$ cat src/rtl/wb_merge.sv
// Writeback merge: arbitrates in-order pipeline results and buffered long-latency results onto the RF write port.
// Optional pending-destination scoreboard is enabled with `define WB_SCOREBOARD_EN.
module wb_merge #(
   parameter int unsigned LL_DEPTH  = 2,
   parameter int unsigned XLEN      = 32,
   parameter int unsigned RF_AWIDTH = 5
) (
   input  logic                           clk,
   input  logic                           rst_n,
   input  logic                           pipe_wr_req_i,
   input  logic [RF_AWIDTH-1:0]           pipe_rd_addr_i,
   input  logic [XLEN-1:0]                pipe_rd_data_i,
   input  logic                           ll_issue_i,
   input  logic [RF_AWIDTH-1:0]           ll_issue_rd_i,
   input  logic                           ll_valid_i,
   input  logic [RF_AWIDTH-1:0]           ll_rd_addr_i,
   input  logic [XLEN-1:0]                ll_rd_data_i,
   output logic                           ll_ready_o,
   output logic [$clog2(LL_DEPTH):0]      ll_count_o,
   input  logic [RF_AWIDTH-1:0]           id_rs1_addr_i,
   input  logic [RF_AWIDTH-1:0]           id_rs2_addr_i,
   input  logic [RF_AWIDTH-1:0]           id_rd_addr_i,
   output logic                           hazard_o,
   output logic                           wb2rf_rd_wr_req_o,
   output logic [RF_AWIDTH-1:0]           wb2rf_rd_addr_o,
   output logic [XLEN-1:0]                wb2rf_rd_data_o
);

   localparam int unsigned PW      = $clog2(LL_DEPTH);
   localparam int unsigned CW      = PW + 1;
   localparam int unsigned RF_SIZE = 1 << RF_AWIDTH;

   typedef struct packed {
      logic [RF_AWIDTH-1:0] addr;
      logic [XLEN-1:0]      data;
   } ll_entry_t;

   ll_entry_t         fifo_mem [LL_DEPTH];
   logic [PW-1:0]     wr_ptr;
   logic [PW-1:0]     rd_ptr;
   logic [CW-1:0]     count;
   logic              pipe_sel;
   logic              pop;
   logic              push;
   ll_entry_t         head;

   assign head       = fifo_mem[rd_ptr];
   assign ll_ready_o = rst_n & (count < CW'(LL_DEPTH));
   assign ll_count_o = count;
   assign pipe_sel   = rst_n & pipe_wr_req_i & (pipe_rd_addr_i != '0);
   assign pop        = rst_n & ~pipe_sel & (count != '0);
   // rd=0 results are handshaken but never stored
   assign push       = ll_valid_i & ll_ready_o & (ll_rd_addr_i != '0);

   // Fixed-priority RF port mux: pipeline first, FIFO head only in idle cycles
   always_comb begin
      wb2rf_rd_wr_req_o = 1'b0;
      wb2rf_rd_addr_o   = '0;
      wb2rf_rd_data_o   = '0;
      if (pipe_sel) begin
         wb2rf_rd_wr_req_o = 1'b1;
         wb2rf_rd_addr_o   = pipe_rd_addr_i;
         wb2rf_rd_data_o   = pipe_rd_data_i;
      end else if (pop) begin
         wb2rf_rd_wr_req_o = 1'b1;
         wb2rf_rd_addr_o   = head.addr;
         wb2rf_rd_data_o   = head.data;
      end
   end

   always_ff @(posedge clk or negedge rst_n) begin
      if (!rst_n) begin
         wr_ptr <= '0;
         rd_ptr <= '0;
         count  <= '0;
      end else begin
         if (push) wr_ptr <= wr_ptr + PW'(1);
         if (pop)  rd_ptr <= rd_ptr + PW'(1);
         if (push && !pop)      count <= count + CW'(1);
         else if (pop && !push) count <= count - CW'(1);
      end
   end

   // Payload storage carries no reset; validity is tracked by count
   always_ff @(posedge clk) begin
      if (push) fifo_mem[wr_ptr] <= '{addr: ll_rd_addr_i, data: ll_rd_data_i};
   end

`ifdef WB_SCOREBOARD_EN
   logic [RF_SIZE-1:0] pending;
   logic [RF_SIZE-1:0] pend_set;
   logic [RF_SIZE-1:0] pend_clr;

   always_comb begin
      pend_set = '0;
      pend_clr = '0;
      if (ll_issue_i && (ll_issue_rd_i != '0)) pend_set[ll_issue_rd_i] = 1'b1;
      if (pop)                                  pend_clr[head.addr]     = 1'b1;
   end

   // Set wins over a same-cycle clear of the same register
   always_ff @(posedge clk or negedge rst_n) begin
      if (!rst_n) pending <= '0;
      else        pending <= (pending & ~pend_clr) | pend_set;
   end

   assign hazard_o = pending[id_rs1_addr_i] | pending[id_rs2_addr_i] | pending[id_rd_addr_i];
`else
   logic unused_sb;
   assign unused_sb = ^{ll_issue_i, ll_issue_rd_i, id_rs1_addr_i, id_rs2_addr_i, id_rd_addr_i};
   assign hazard_o  = 1'b0;
`endif

endmodule

$ cat config.mk
export PLATFORM = sky130hd
export DESIGN_NAME = wb_merge
export DESIGN_NICKNAME = d
export VERILOG_FILES = /design/src/rtl/wb_merge.sv
export SDC_FILE = /design/constraint.sdc
export NUM_CORES = 1
export LEC_CHECK = 0
export CAP_MARGIN = 30
export CORE_ASPECT_RATIO = 0.75
export CORE_MARGIN = 4
export CORE_UTILIZATION = 25
export CTS_BUF_LIST = sky130_fd_sc_hd__clkbuf_8
export CTS_CLUSTER_SIZE = 40
export DETAILED_ROUTE_END_ITERATION = 6
export PLACE_DENSITY = 0.56
export SETUP_SLACK_MARGIN = 0.1
export SYNTH_ARGS = -nofsm -noshare
export SYNTH_HDL_FRONTEND = slang
export SYNTH_SLANG_ARGS = --single-unit
$ cat constraint.sdc
create_clock -name clk -period 5.65 [get_ports clk]
set_input_delay 1.13 -clock clk [delete_from_list [all_inputs] [get_ports clk]]
set_output_delay 1.13 -clock clk [all_outputs]
set_load 0.05 [all_outputs]
==> run_1/sizing.png <==
The bar under the picture is 50 um long.
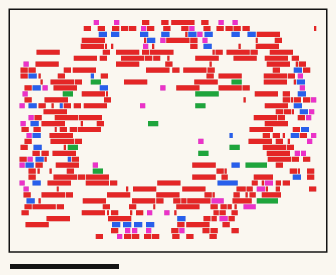
- x2: blue (cells 40; share 11%)
- x1 and smaller: red (cells 255; share 72%)
- x6 and larger: green (cells 12; share 3.4%)
- x3 and x4: magenta (cells 46; share 13%)
Buffers excl. clock: 124
area delta synth->final: 43.8%

==> run_1/pinout.png <==
The bar under the picture is 50 um long. Pins as bars across the die edge, other pins in gray.
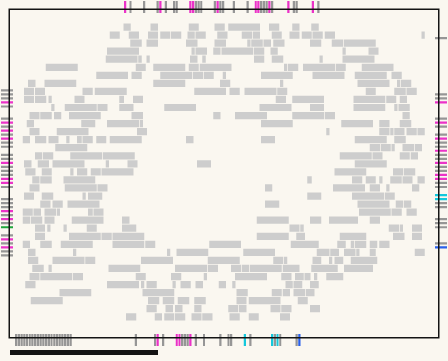
- wb2rf_rd_addr_o: cyan (pins 5; direction output; edge 3 bottom, 2 right)
- wb2rf_rd_wr_req_o: green (pins 1; direction output; edge left)
- ll_count_o: blue (pins 2; direction output; edge 1 bottom, 1 right)
- wb2rf_rd_data_o: magenta (pins 32; direction output; edge 11 left, 10 top, 7 right, 4 bottom)
- all pins by edge: 44 bottom, 36 left, 31 top, 30 right
input/output buffers: 118
Die X: 145 um
die y size: 110 um

==> run_1/placed.png <==
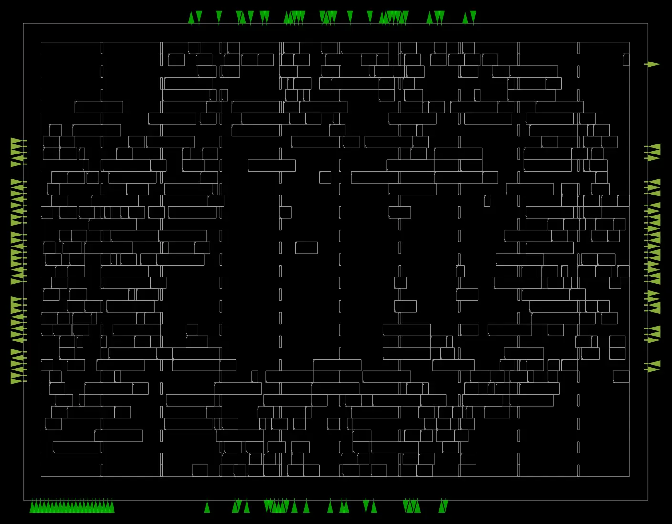
Final Non-Filler Cells: 528
fraction of the core area covered by cells at the end of the flow: 0.367
final-layout fill cell count: 1362
Core Rows: 37

==> run_1/layers.png <==
The bar under the picture is 50 um long.
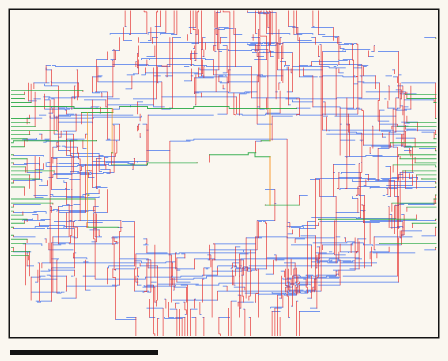
- M4: orange (wire length 80.9 um)
- M2: red (wire length 3580 um)
- M1: blue (wire length 3560 um)
- M3: green (wire length 662 um)
vias post-DR: 2257
total length of routed wires: 7890 um
global-route usage over all layers: 0.103

==> design notes, run 1 <==
The flow ran to the end, and the final reports show no timing, DRC or antenna violations. The logs give 0 for the initial antenna violation count and 51 for the iteration-0 DRC count of the detailed router. Worst supply voltage drop on vdd: 0.180 mV. Based on the critical path, the design can be clocked at up to 221 MHz. Per the post-synthesis stats, the area per cell is 15.5 um2. With the fraction of the cycle the final worst path needs at 0.801, the number of nets at floorplan is 326. The run gives 0.35 ns as the insertion delay of the later-clocked pin in the worst-skew pair.

The part of the power in registers was 0.384. In this run the post-CTS setup repair buffer count came out at 0. STA classifies the critical path endpoint as an output port. Detailed placement ended at an HPWL of 5700 um. The number of hold buffers added after CTS was 0. In this run the cell area measured after placement is 4840 um2.

For the worst slack at placement, the log shows 1.10 ns. The launch point of the worst min-delay path is recorded as ll_count_o[1]$_DFFE_PN0P_. Across all stage logs, warnings added up to 47.

Post-CTS repair changed the size of 0 cells. The first global-routing pass estimated 12600 um of wire. STA lists the maximum fanout along the critical path as 13. The maximum number of pins on one net before global-route repair was 24. After routing, the total negative slack on setup checks comes to 0 ns.

The launch point of the worst register-to-register path is recorded as ll_count_o[1]$_DFFE_PN0P_. Number of cells in Yosys stat: 226. The worst setup path is launched from an input port. The critical path is of the input port to output port type. Summing all non-filler instances in the final layout gives an area of 5030 um2. Clock root buffer: clkbuf_8.

The number of global-route vias before repair came out at 2402. The run gives 0.255 for the core utilization at floorplan. The run gives 448 for the layout net count. Setup repair after global routing left no endpoint under its margin. The die outline area was 16000 um2. The leakage power in the latest report is 1.91 nW. The worst path needs 4.53 ns of the cycle, external delays included. Counting the warning lines in the Yosys log gives 0. For this run, design rule violations remaining after detail routing come to 0.

Looking at the max-slew report, the worst-margin pin has a slew of 0.705 ns. In the final routed layout, each cell accounts on average for 14.9 um. The run gives 0.528 for the headroom to the max-slew limit.

The proportion of layout cells with a drive suffix above 1 was 0.278; the switching power as a share of total power was 0.383. The run gives 4.52 ns as the data required time of the worst path. The final timing report gives a worst setup slack of 1.12 ns. In this run the standard cell core region covers 13700 um2. For this run the aggregate overflow at the end of global routing stands at 0. The tools report the number of setup violations in the final report as 0.

TritonCTS built the clock tree. Clock tree synthesis inserted a total of 9 buffers. The diode insertion count for antenna repair came out at 0. The count of nets left with antenna violations once routing finished came out at 0. With the number of endpoints with negative hold slack in the final report at 0, the combinational cell fraction of total power is 0.418. In the layout the commonest cells are clkdlybuf4s50_1 (83), edfxtp_1 (74), buf_4 (39). Counting flops with a built-in enable in the synthesized netlist gives 74. The most common library cell in the layout ignoring fill and taps is clkdlybuf4s50_1.

The synthesized instance count is 226. Checking hold timing, the worst path is listed with class flop to flop. The switching power of the nets came out at 0.774 mW.

The cell area that synthesis handed to floorplanning was 3500 um2.
-- run 1: critical path, cell delays in order --
cell             delay (ns)
clkdlybuf4s50_1        0.48
or4_4                  0.60
o21ai_4                0.16
buf_4                  0.24
nand2_1                0.07
clkdlybuf4s50_1        0.70
-- run 1: cells by family (layout without fill, tap and decap cells) --
group                      after synthesis  count (layout)  synth area share
DFF                                     78              78             0.664
muxes                                   72              72             0.218
and+or+nand+nor                         44              44            0.0518
buffers and inverters                   16             143            0.0265
AOI/OAI and AO/OA                        9               9            0.0225
xor gates and xnor gates                 5               5            0.0125
adders and majority gates                1               1           0.00357
other                                    1               1           0.00107
-- run 1: path summary, 6_finish.rpt --
check                                             to  slack, ns  depth (start not counted)
hold / removal             ll_count_o[1]$_DFFE_PN0P_       0.63                          1
max in group asynchronous         rd_ptr$_DFFE_PN0P_       4.31                          1
hold reg to reg            ll_count_o[1]$_DFFE_PN0P_       0.63                          1
setup / recovery                   wb2rf_rd_wr_req_o       1.12                          6
min in group asynchronous  ll_count_o[1]$_DFFE_PN0P_       1.06                          1
setup reg to reg           fifo_mem[1][14]$_DFFE_PP_       3.63                          4
-- run 1: power by group through the flow --
stage	Clock, mW	Combinational, mW	Sequential, mW
final	0.400	0.846	0.777
after global routing	0.444	0.907	0.790
after CTS	0.421	0.862	0.781
after detailed placement	0	0.860	0.795
after global placement	0	0.842	0.791
after floorplan	0	0.594	0.773
-- run 1: per-stage QoR --
step / utilization / power (mW) / hold WS (ns)
after global placement: 0.349 / 1.63 / 0.611
after floorplan: - / 1.37 / 0.528
after detailed placement: 0.353 / 1.65 / 0.617
final: 0.367 / 2.02 / 0.629
after global routing: 0.367 / 2.14 / 0.662
after CTS: 0.367 / 2.06 / 0.631
-- run 1: state kept, by name, indices dropped and copies added, names as in the netlist --
register	count
wr_ptr	1
fifo_mem	74
rd_ptr	1
ll_count_o	2
-- run 1: Yosys cell counts, types with 2 or more instances --
| library cell | instances | share of area |
|---|---|---|
| buf_2 | 5 | 0.0071 |
| xor2_1 | 2 | 0.0050 |
| inv_1 | 3 | 0.0032 |
| buf_6 | 3 | 0.0097 |
| nor2_1 | 39 | 0.042 |
| dfrtp_1 | 4 | 0.029 |
| mux2i_1 | 37 | 0.11 |
| mux2_2 | 35 | 0.11 |
| clkbuf_1 | 4 | 0.0043 |
| edfxtp_1 | 74 | 0.63 |
| xnor2_1 | 3 | 0.0075 |
-- run 1: per-layer routing --
metal	part of all wire	vias to the layer above	GRT usage
li1	-	1085	-
met3	0.084	9	0.0459
met4	0.010	0	0.0261
met2	0.45	81	0.158
met5	0	-	0
met1	0.45	1082	0.132
-- run 1: layout make-up --
| type | count | area (um2) |
|---|---|---|
| Clock buffer | 9 | 124 |
| Fill cell | 1362 | 8670 |
| Tap cell | 175 | 219 |
| Inverter | 3 | 11.3 |
| Multi-Input combinational cell | 132 | 1110 |
| Sequential cell | 78 | 2320 |
| Timing Repair Buffer | 124 | 1180 |
| Clock inverter | 7 | 65.1 |
--- run 2 (diff from run 1) ---
Clock period 5.65 ns to 4.32 ns, I/O delays scaled along.
==> run_2/sizing.png <==
The bar under the picture is 50 um long.
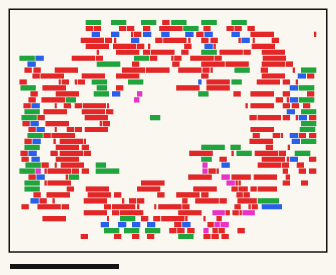
- x1 and smaller: red (cells 254; share 72%)
- x3 and x4: magenta (cells 12; share 3.4%)
- x6 and larger: green (cells 50; share 14%)
- x2: blue (cells 37; share 10%)
post-route design area: 5510 um2
PnR worst setup slack: 0.512 ns
area delta synth->final: 57.5%

==> run 2 against run 1 <==
Effect of this change: clock skew barely moved; critical path depth did not move; sequential cell count did not move; sequential share of layout area fell by 4.0 points; die size did not move; combinational power rose by 63%; cell count did not move; non-clock buffer count rose by 1; critical endpoint is now wb2rf_rd_data_o[8].
==> design notes, run 2 <==
Per the OpenROAD floorplan log, the width of the die is 145 um. In this run the tools logged warnings totalling 47. The detail route stage leaves a number of antenna-violating nets equal to 0.

For the total wire length, the log shows 7920 um. The CTS H-tree depth came out at 3. The end-of-flow timing check tallies setup violations at 0. The final-layout fill cell count was 1259.

Number of remaining DRC errors: 0. Chip height: 110 um. Pin placement for this block handled 141 I/O pins. The final core utilization was 0.402; the aggregate negative setup slack was 0 ns. Internal power comes to 1.96 mW. For the core utilization at floorplan, the log shows 0.255.

Post-synth the commonest register cell is edfxtp_1. The initial antenna violation count is 0, and the overall power consumption is 3.00 mW. The tools report the achievable frequency as 263 MHz. The number of core rows was 37.

Summing all placed instances gives a cell area of 5290 um2. The number of buffers added by the clock tree synthesis step is 9, and the proportion of netlist area held by the largest area contributor is 0.635. The run finished with clean final reports. The switching power as a share of total power is 0.346. The area of the mapped netlist came out at 3500 um2. The data required time of the worst path came out at 3.46 ns.

TritonCTS built the clock tree. With the number of endpoints with negative hold slack in the final report at 0, the number of flip-flops under the largest register name is 74. The die outline area is 16000 um2, and the proportion of layout cells with a drive suffix above 1 is 0.280. Post-synthesis async set-or-reset flop share: 0.0513. The part of the power in registers came out at 0.335.

For the critical path arrival, the log shows 2.94 ns. The cell type contributing the most total cell area after synthesis was edfxtp_1. The global-route usage over all layers was 0.103; the final setup skew was 0.00325 ns.

The tools report the static power due to leakage as 2.07 nW. Looking at the max-slew report, the worst-margin pin has a slew of 0.666 ns. The run gives 0 for the number of maximum-capacitance violations.

STA classifies the critical path startpoint as an input port. Entering global routing, the biggest net connects 21 pins. Buffers inserted to repair hold after CTS numbered 0. Critical path class: input port to output port.

The tools report the headroom to the max-slew limit as 0.554. After synthesis, the cell types taking the most area are edfxtp_1 (63%), mux2_2 (11%), mux2i_1 (11%), nor2_1 (4.2%), dfrtp_1 (2.9%). Buffers added to address setup during post-CTS repair amount to 0. The number of gates resized after CTS was 0. Clock tree synthesis selected as its root buffer the cell clkbuf_8.

The routability congestion estimate is 0.684, and the total of buffers placed on input and output ports is 118. The most common cell in the synthesized netlist is edfxtp_1. For the combinational cell fraction of total power, the log shows 0.460. The post-synth count of flops with an enable pin is 74. The run gives 0 as the overall overflow remaining after global route. The path category of the worst min-delay check is flop to flop. After synthesis, the mean cell area works out to 15.5 um2.

With the area inside the core boundary at 13700 um2, the worst-path maximum fanout is 19. In the synthesized netlist, the number of instances is 226. With the insertion delay of the later-clocked pin in the worst-skew pair at 0.34 ns, the final-layout worst hold slack is 0.622 ns. For the worst supply voltage drop on vdd, the log shows 0.275 mV. The run gives 3.81 ns for the final period demand of the worst path. The worst setup path is captured at an output port. Counting every net in the synthesized netlist gives 326. For this run the detailed placement stage logged an HPWL of 5860 um.

The run gives 0.664 as the register area share after synthesis. The final layout contains 449 nets. For the switching power of the nets, the log shows 1.04 mW.

The fraction of the cycle the final worst path needs works out to 0.881. The number of antenna diodes in the final layout is 0. The run gives 2412 as the number of global-route vias before repair.

The CTS log lists the clock sinks for this run as 78. With the total of warnings raised by yosys at 0, the flip-flop and latch count after synthesis is 78. The number of vias after detailed routing is 2220. Setup repair after global routing left no endpoint under its margin.

The first-pass GRT wire length is 12600 um. By count the netlist is led by edfxtp_1 (74), nor2_1 (39), mux2i_1 (37), mux2_2 (35), buf_2 (5). Per the cell usage report, the commonest logic cells after layout are clkdlybuf4s50_1 (80), edfxtp_1 (74), mux2i_1 (37), nor2_1 (37), buf_12 (37). In this run the deepest clock path goes through 2 buffers.

The register with the most flip-flops is fifo_mem. The routed wire length per instance works out to 15.0 um. The logs give 3500 um2 for the area of the synthesized netlist per yosys stat and 0.205 for the power share of the clock group. The most common library cell in the layout ignoring fill and taps was clkdlybuf4s50_1.

Counting pins that exceed their max-slew limit in the final report gives 0. With the number of cells in Yosys stat at 226, the iteration-0 DRC count of the detailed router is 71.
## run 2: cell counts after synthesis
Identical to the previous run, type by type.
## run 2: critical path, stage by stage
cell             delay, ns
clkdlybuf4s50_1       0.48
or4_4                 0.58
o21ai_4               0.16
buf_4                 0.29
mux2_2                0.40
buf_12                0.15
## run 2: layer usage
layer	GRT usage	routed length, um
met5	0	0
met4	0.0261	55
met3	0.0442	610
met2	0.160	3660
met1	0.132	3590
## run 2: stage by stage
step / setup WS (ns) / cells
2_1_floorplan: 0.388 / 226
4_1_cts: 0.454 / 528
3_5_place_dp: 0.459 / 513
6_report: 0.512 / 528
5_1_grt: 0.392 / 528
3_3_place_gp: 0.478 / 512
## run 2: logic make-up (layout without fill, tap and decap cells)
logic type      Yosys count  count (layout)  share of synthesized area
xor+xnor                  5               5                     0.0125
other cells               1               1                    0.00107
buf+inv                  16             143                     0.0265
compound gates            9               9                     0.0225
fa+ha+maj                 1               1                    0.00357
simple gates             44              44                     0.0518
flops                    78              78                      0.664
mux                      72              72                      0.218
## run 2: final cells by class
type                            instances  area, um2  area share
Tap cell                              175        219      0.0397
Inverter                                3       11.3     0.00204
Clock buffer                            9        124      0.0225
Clock inverter                          6        103      0.0186
Timing Repair Buffer                  125       1620       0.294
Sequential cell                        78       2320       0.421
Multi-Input combinational cell        132       1110       0.202
## run 2: power by group through the flow
stage          registers, mW  logic, mW  clock network, mW
5_1_grt                 1.02       1.47              0.679
2_1_floorplan           1.01      0.776                  0
3_3_place_gp            1.02       1.37                  0
6_report                1.00       1.38              0.616
4_1_cts                 1.01       1.41              0.641
3_5_place_dp            1.02       1.40                  0
## run 2: final timing paths
check	from	endpoint	depth (start not counted)	slack (ns)
hold / removal	ll_count_o[0]$_DFFE_PN0P_	ll_count_o[0]$_DFFE_PN0P_	1	0.62
setup / recovery	pipe_rd_addr_i[1]	wb2rf_rd_data_o[8]	6	0.51
setup reg to reg	ll_count_o[1]$_DFFE_PN0P_	fifo_mem[1][2]$_DFFE_PP_	4	2.27
max in group asynchronous	rst_n	rd_ptr$_DFFE_PN0P_	1	3.23
hold reg to reg	ll_count_o[0]$_DFFE_PN0P_	ll_count_o[0]$_DFFE_PN0P_	1	0.62
min in group asynchronous	rst_n	ll_count_o[1]$_DFFE_PN0P_	1	0.80
--- run 3 (diff from run 2) ---
Settings changed: CTS_CLUSTER_SIZE 40 to not set.
==> run_3/placed.png <==
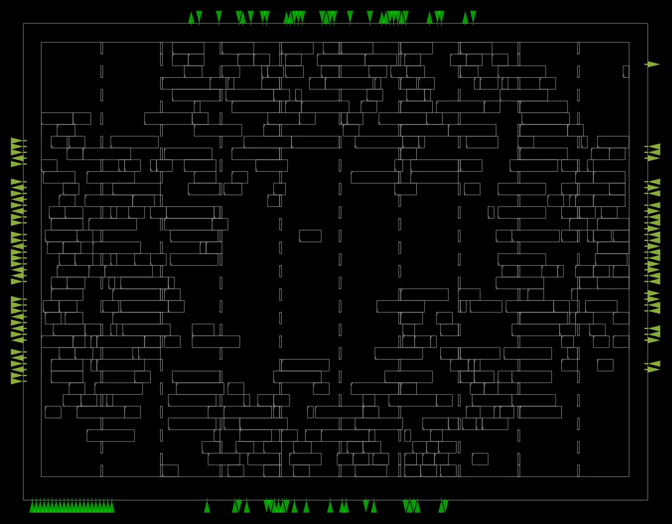
final-layout fill cell count: 1259
Seq area share: 0.421
sequential cells: 78
CORE AREA: 13700 um2
# Taps: 175

==> run 3 against run 2 <==
Effect of this change: worst setup slack stayed put; via count unchanged; highest routed layer unchanged; utilization is the same; maximum frequency is the same; die size is the same; global-route usage unchanged; final area unchanged; clock power is essentially flat.
==> design notes, run 3 <==
Following the worst setup path forward leads to its endpoint at wb2rf_rd_data_o[8]. The detailed router finished its first iteration with 71 violations. Yosys reported a register bit count of 78. The logs give 1.04 mW for the switching power of the nets and 0.34 ns for the insertion delay of the later-clocked pin in the worst-skew pair. According to the timing report, the critical path is launched from pipe_rd_addr_i[1]. The startpoint identified for the worst register-to-register timing path is ll_count_o[1]$_DFFE_PN0P_. The number of hold buffers added after CTS was 0.

The overall die width came out at 145 um. A synthesized cell averages 15.5 um2. For the worst supply voltage drop on vdd, the log shows 0.275 mV. The tools report the overall power consumption as 3.00 mW. Looking at the clock tree report, the maximum root-to-sink buffer count equals 2. The run gives 0 ns for the aggregate negative setup slack.

The run gives 0.554 for the headroom to the max-slew limit. The tools report the routability congestion estimate as 0.684. The most common cell in the synthesized netlist was edfxtp_1. The pin closest to its max-slew limit shows a slew of 0.666 ns.

On the critical path, the stage with the largest delay is an instance of or4_4. The path category of the worst min-delay check was flop to flop. The nature of the critical path endpoint was an output port. Register with the most flip-flops: fifo_mem.

According to the I/O placement log, the pin count is 141. With the die outline area at 16000 um2, the number of maximum-capacitance violations is 0. The flow measured a signed area growth from synthesis to layout of 57.5%. The run gives 226 as the number of cells in Yosys stat. The tools report the critical path arrival as 2.94 ns.

The area of the mapped netlist is 3500 um2, and the maximum single-stage delay on the critical path is 0.58 ns. Main flop type after synthesis: edfxtp_1. The flow ran to the end, and the final reports show no timing, DRC or antenna violations.

Per the placement log, port buffering inserted 118 buffers. The number of flip-flops under the largest register name works out to 74. The tools report the part of the power in registers as 0.335.

The fraction of the cycle the final worst path needs works out to 0.881. The initial antenna violation count came out at 0. The area of the synthesized netlist per yosys stat was 3500 um2. Ranked by instance count, the synthesized netlist is headed by edfxtp_1 (74), nor2_1 (39), mux2i_1 (37), mux2_2 (35), buf_2 (5). The number of remaining DRC errors is 0. For the global-route usage over all layers, the log shows 0.103. The report shows a maximum critical-path fanout of 19. The number of vias after detailed routing is 2220, and the proportion of layout cells with a drive suffix above 1 is 0.280. When the netlist entered floorplanning its net count stood at 326.
run 3: stage by stage:
step,util,instances
2_1_floorplan,-,226
4_1_cts,0.402,528
3_3_place_gp,0.384,512
3_5_place_dp,0.386,513
6_report,0.402,528
5_1_grt,0.402,528
run 3: routing by layer:
layer,track usage,share of wire,up-vias
met3,0.0442,0.077,7
met5,0,0,-
met2,0.160,0.46,83
met1,0.132,0.45,1045
li1,-,-,1085
met4,0.0261,0.0069,0
run 3: logic make-up after synthesis:
kind of cell / synth area share
AOI/OAI and AO/OA: 0.0225
xor gates and xnor gates: 0.0125
adders and majority gates: 0.00357
buffers and inverters: 0.0265
DFF: 0.664
muxes: 0.218
other: 0.00107
and+or+nand+nor: 0.0518
run 3: power groups by stage:
stage / clock (mW) / combinational, mW / sequential [mW]
2_1_floorplan: 0 / 0.776 / 1.01
3_3_place_gp: 0 / 1.37 / 1.02
3_5_place_dp: 0 / 1.40 / 1.02
4_1_cts: 0.641 / 1.41 / 1.01
5_1_grt: 0.679 / 1.47 / 1.02
6_report: 0.616 / 1.38 / 1.00
run 3: area by class of cell:
class | count | share of cell area
clock buffer | 9 | 0.0225
timing repair buffer | 125 | 0.294
multi-input combinational | 132 | 0.202
clock inverter | 6 | 0.0186
tap | 175 | 0.0397
inverter | 3 | 0.00204
sequential | 78 | 0.421
run 3: worst min-delay path by stage:
stage	end	startpoint	slack (ns)	cells past startpoint
2_1_floorplan	wr_ptr$_DFFE_PN0N_	wr_ptr$_DFFE_PN0N_	0.53	2
3_3_place_gp	ll_count_o[1]$_DFFE_PN0P_	ll_count_o[1]$_DFFE_PN0P_	0.61	1
3_5_place_dp	ll_count_o[1]$_DFFE_PN0P_	ll_count_o[1]$_DFFE_PN0P_	0.61	1
4_1_cts	ll_count_o[1]$_DFFE_PN0P_	ll_count_o[1]$_DFFE_PN0P_	0.62	1
5_1_grt	ll_count_o[0]$_DFFE_PN0P_	ll_count_o[0]$_DFFE_PN0P_	0.64	1
6_report	ll_count_o[0]$_DFFE_PN0P_	ll_count_o[0]$_DFFE_PN0P_	0.62	1
run 3: worst max-delay path, delay by kind of cell:
kind / cells / cell delay (ns)
AND-OR/OR-AND: 1 / 0.16
buffers and inverters: 3 / 0.92
multiplexers: 1 / 0.40
AND/OR/NAND/NOR: 1 / 0.58
Power figures rest on the tool's default switching activity, not on a simulated workload.
